$ cat config.mk
export PLATFORM = sky130hd
export DESIGN_NAME = ether_tx
export DESIGN_NICKNAME = d
export VERILOG_FILES = /design/src/rtl/ether_tx.sv
export SDC_FILE = /design/constraint.sdc
export NUM_CORES = 1
export LEC_CHECK = 0
export ABC_AREA = 0
export CORE_MARGIN = 4
export CORE_UTILIZATION = 50
export CTS_CLUSTER_DIAMETER = 120
export CTS_CLUSTER_SIZE = 20
export DETAILED_ROUTE_END_ITERATION = 12
export PLACE_DENSITY = 0.85
export REMOVE_ABC_BUFFERS = 1
export SETUP_SLACK_MARGIN = 0.05
export SLEW_MARGIN = 0
export SYNTH_ARGS = -nofsm -noshare
export SYNTH_HDL_FRONTEND = slang
export SYNTH_SLANG_ARGS = --single-unit
$ cat constraint.sdc
create_clock -name clk -period 2.05 [get_ports clk]
set_clock_uncertainty 0.15 [all_clocks]
set_input_delay 0.205 -clock clk [delete_from_list [all_inputs] [get_ports clk]]
set_output_delay 0.205 -clock clk [all_outputs]
set_load 0.02 [all_outputs]
$ cat src/rtl/ether_tx.sv
// ============================================================================
// Module   : ether_tx
// Brief    : RMII transmit framer: preamble/SFD insertion, payload dibit
//            forwarding and inter-frame gap enforcement.
// Revision : 1.0
// ============================================================================
`default_nettype none

module ether_tx #(
  parameter int PREAMBLE_DIBITS = 28,
  parameter int IFG_DIBITS      = 48
) (
  input  logic       clk,
  input  logic       rst,
  input  logic       axiiv,
  input  logic [1:0] axiid,
  input  logic       axiil,
  output logic       axiir,
  output logic [1:0] txd,
  output logic       txen,
  output logic       done,
  output logic       underrun
);

  localparam logic [5:0] c_pre_last = 6'(PREAMBLE_DIBITS - 1);
  localparam logic [5:0] c_ifg_last = 6'(IFG_DIBITS - 1);
  localparam logic [5:0] c_sfd_last = 6'd3;

  typedef enum logic [2:0] {
    S_IDLE = 3'd0,
    S_PRE  = 3'd1,
    S_SFD  = 3'd2,
    S_DATA = 3'd3,
    S_IFG  = 3'd4
  } state_t;

  state_t     state_q, state_d;
  logic [5:0] cnt_q, cnt_d;
  logic [1:0] txd_q, txd_d;
  logic       txen_q, txen_d;
  logic       done_q, done_d;
  logic       underrun_q, underrun_d;

  // Each state names the pin values loaded at the coming edge; defaults idle the pins.
  always_comb begin
    state_d    = state_q;
    cnt_d      = cnt_q;
    txd_d      = 2'b00;
    txen_d     = 1'b0;
    done_d     = 1'b0;
    underrun_d = 1'b0;
    axiir      = 1'b0;
    case (state_q)
      S_IDLE: begin
        if (axiiv) begin
          state_d = S_PRE;
          cnt_d   = 6'd0;
        end
      end
      S_PRE: begin
        txd_d  = 2'b01;
        txen_d = 1'b1;
        cnt_d  = cnt_q + 6'd1;
        if (cnt_q == c_pre_last) begin
          state_d = S_SFD;
          cnt_d   = 6'd0;
        end
      end
      S_SFD: begin
        txen_d = 1'b1;
        txd_d  = (cnt_q == c_sfd_last) ? 2'b11 : 2'b01;
        cnt_d  = cnt_q + 6'd1;
        if (cnt_q == c_sfd_last) begin
          state_d = S_DATA;
          cnt_d   = 6'd0;
        end
      end
      S_DATA: begin
        axiir = 1'b1;
        if (axiiv) begin
          txd_d  = axiid;
          txen_d = 1'b1;
          if (axiil) begin
            done_d  = 1'b1;
            state_d = S_IFG;
            cnt_d   = 6'd0;
          end
        end else begin
          // Source starved mid-frame: drop TX_EN immediately and fall into the gap.
          underrun_d = 1'b1;
          state_d    = S_IFG;
          cnt_d      = 6'd0;
        end
      end
      S_IFG: begin
        cnt_d = cnt_q + 6'd1;
        if (cnt_q == c_ifg_last) begin
          state_d = S_IDLE;
          cnt_d   = 6'd0;
        end
      end
      default: begin
        state_d = S_IDLE;
        cnt_d   = 6'd0;
      end
    endcase
  end

  always_ff @(posedge clk) begin
    if (rst) begin
      state_q    <= S_IDLE;
      cnt_q      <= 6'd0;
      txd_q      <= 2'b00;
      txen_q     <= 1'b0;
      done_q     <= 1'b0;
      underrun_q <= 1'b0;
    end else begin
      state_q    <= state_d;
      cnt_q      <= cnt_d;
      txd_q      <= txd_d;
      txen_q     <= txen_d;
      done_q     <= done_d;
      underrun_q <= underrun_d;
    end
  end

  assign txd      = txd_q;
  assign txen     = txen_q;
  assign done     = done_q;
  assign underrun = underrun_q;

endmodule

`default_nettype wire
Fig. 1: the metal 1 layer
Bar = 10 µm. Supply wires on this layer in grey.
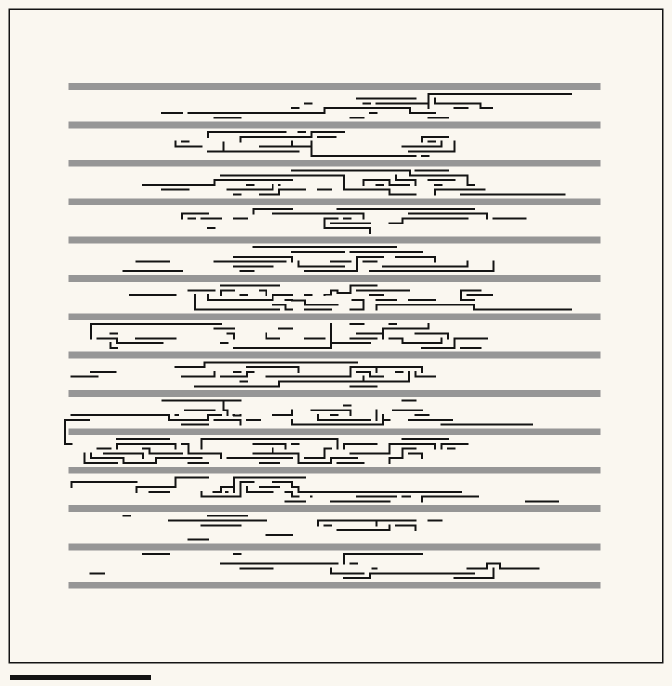
nets with wire on the layer: 99
wire length on this layer: 757 µm

Fig. 2: met2 routing
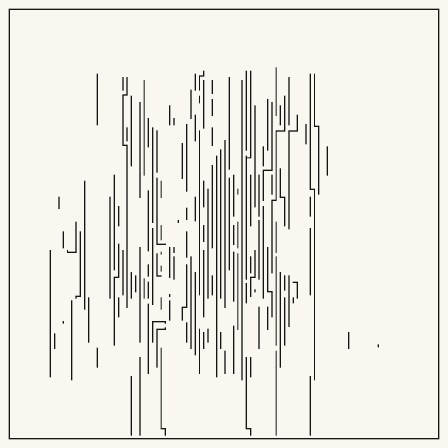
main direction: vertical
longest straight run: 32.3 µm
wire length on this layer: 842 µm

Fig. 3: met3 routing
Bar = 10 µm. Cells faint in the background.
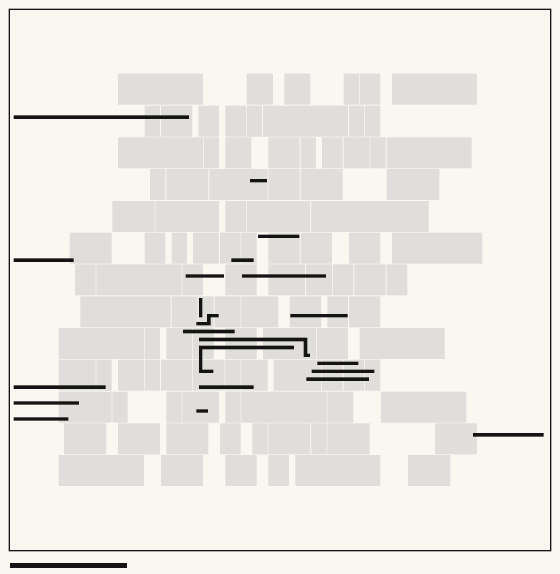
share of all routed wire: 6.3%
longest straight run: 14.7 µm
nets with wire on the layer: 16

Fig. 4: logic cells by family
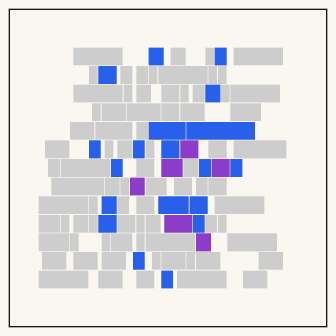
legend:
  purple:
    family: AND and OR gates
    cells: 6
    most_used: or4_1
    where: centre
  blue:
    family: inverting AOI/OAI gates
    cells: 19
    most_used: a21oi_1

-- layout by cell type (no fill, tap or decap), drive strengths merged, types with 2 or more instances in the layout --
cell | netlist | routed
nand2 | 10 | 10
o211ai | 2 | 2
buf | 1 | 4
clkbuf | 4 | 4
nand3 | 7 | 7
or4 | 2 | 2
nor3 | 2 | 2
o31ai | 2 | 2
nor4 | 3 | 3
nor2 | 11 | 11
nor3b | 2 | 2
nor2b | 2 | 2
dfxtp | 14 | 14
a21oi | 5 | 5
a31oi | 3 | 3
o21ai | 4 | 4
nand2b | 3 | 3
clkdlybuf4s50 | 0 | 10
-- report_power, final --
group,switching [mW],total (mW),internal (mW)
Combinational,0.0568,0.106,0.0488
Sequential,0.00981,0.290,0.280
Clock,0.0961,0.204,0.108
Total,0.163,0.600,0.437
==> reports/metrics.csv <==
stage,metric,value,unit
status,status,"complete, no violations",
clock_network,H-tree depth,1,
drt,drc violations,0,
finish,largest class,multi-input combinational cells,
finish,post-route cell area,932,µm²
finish,invs w/o clock,1,
synth,"Top FF cell, synth",dfxtp_1,
worst_setup_path,Critical Path Stages,6,
sta,clock period minus worst slack,1920,ps
worst_setup_path,Reg-to-Reg Start,cnt_q[0]$_SDFFE_PP0P_,
min_path,hold path startpoint,axiil,
worst_setup_path,critical-path cell list,"ha_2, nand3_2, nor3b_2, o221ai_2, or4_1, a21oi_1",
floorplan,Ports,12,
synth,Dominant comb cell,simple AND/OR/NAND/NOR gates,
synth,Post-synth EDFFs,0,
synth,ys flops,14,
placement,dpl cells,115,
synth,Post-synth seq share,38.4,%
synth,MUX area fraction,1.37,%
synth,yosys warns,0,
min_path,Worst Hold Depth,3,
drt,ANT nets after route,0,
finish,Clock-cell share,3.89,%
finish,largest reg by FF count,cnt_q,
worst_setup_path,R2R setup slack,130,ps
sta,max-slew violations,0,
placement,Port Buf Inserts,11,
finish,number of logic gates,70,
clock_network,"Clk pin slew, worst setup/hold paths",90,ps
finish,share of layout cells above drive strength 1,16.3,%
worst_setup_path,Buf/Inv on CP,0,
finish,Gate Area,448,µm²
finish,sequential cells,14,
worst_setup_path,CP Capture Type,register,
synth,area fraction in compound gates,19.9,%
min_path,hold worst-path end,done$_SDFF_PP0_,
sta,Worst Tran Pin Value,449,ps
synth,Adder Area Share,1.71,%
min_path,worst hold path type,input port to register,
sta,crit share post-route,93.7,%
power_and_ir_drop,Pwr Density,644,nW/µm²
synth,most instantiated cells after synthesis,"dfxtp_1 (14), nor2_1 (11), nand2_1 (10)",
worst_setup_path,WP data arrival,1980,ps
worst_setup_path,critical path class,register to register,
clock_network,post_cts resized,1,
floorplan,Die W,46.2,µm
drt,Met1 Routed Length,756,µm
worst_setup_path,R2R cell count,6,
clock_network,Worst-Skew Late Latency,290,ps
synth,largest area contributor in the netlist,dfxtp_1,
drt,first-pass detailed-route iteration total,4,
worst_setup_path,CP max stage cell,or4_1,
sta,Final TNS setup,0,ps
floorplan,core area,1330,µm²
worst_setup_path,R2R Path End,state_q[0]$_SDFFE_PP0P_,
finish,number of diodes,0,
sta,Setup WS post-layout,130,ps
synth,Yosys top cell by instances,dfxtp_1,
sta,final setup vio count,0,
drt,initial DRC count,16,
grt,global-route wire length before repair,2.68,mm
drt,WL/cell,14.7,µm
sta,RSZ-0062 raised after global routing,false,
synth,synthesized area,731,µm²
worst_setup_path,crit path to,state_q[0]$_SDFFE_PP0P_,
synth,Top cells by area,"dfxtp_1 (38%), nor2_1 (5.7%), nand2_1 (5.1%)",
clock_network,hold bufs inserted after CTS,0,
job,max_cap viols,0,
worst_setup_path,critical path required time,2110,ps
floorplan,die area,2140,µm²
clock_network,clk sinks,14,
finish,Largest register FFs,6,
grt,grt peak-use layer,met2,
drt,Met2 Wirelength,841,µm
finish,Layout Area Growth over Synthesis,27.6,%
finish,fin util,69.9,%
grt,vias in the first global route,638,
worst_setup_path,CP Launch Type,register,
finish,Register Area,283,µm²
clock_network,CTS max path bufs,2,
finish,logic gate fraction of the total cell area,48.1,%
power_and_ir_drop,leakage power,0.322,nW
finish,register share of the cell area,30.3,%
grt,largest net degree at the start of global routing,13,
finish,signal buffers share of area,15.3,%
worst_setup_path,Worst path max stage delay,400,ps
clock_network,post-CTS setup buffers,0,
clock_network,CTS buffer count,3,
job,tool warnings,25,
worst_setup_path,crit path launch,cnt_q[0]$_SDFFE_PP0P_,
drt,routed vias/inst,5.97,
clock_network,CTS tree,built,
synth,XOR/XNOR Fraction of Synth Area,0,%
sta,slew margin rel.,69.9,%
clock_network,Root Buffer,clkbuf_4,
floorplan,fp util,54.8,%
floorplan,Rows,13,
worst_setup_path,Worst Path Max Fanout,3,
placement,routability congestion estimate,0.822,
floorplan,TAP cells,15,
sta,Final Hold Slack,351,ps
synth,Post-Synthesis Cells,90,
worst_setup_path,"CP delay by family, top",simple AND/OR/NAND/NOR gates,
power_and_ir_drop,worst vdd ir,0.384,mV
grt,initial antenna violation count,0,
synth,Yosys Chip Area,731,µm²
grt,GRT Resource Usage Total,17.4,%
grt,grt met1 use,21.0,%
grt,GR Util met2,27.5,%
placement,"worst slack, placed",127,ps
finish,number of clock buffers in the layout,4,
drt,Routed WL,1.75,mm
synth,"Avg Cell Area, Syn",8.12,µm²
placement,Placement Cell Area,870,µm²
synth,"Async S/R FF share, synth",0,%
placement,hpwl dp,1.18,mm
floorplan,Die H,46.2,µm
synth,Synth Area in Simple Gates,35.4,%
drt,via count,710,
synth,Yosys cell types,33,
Power figures rest on the tool's default switching activity, not on a simulated workload.
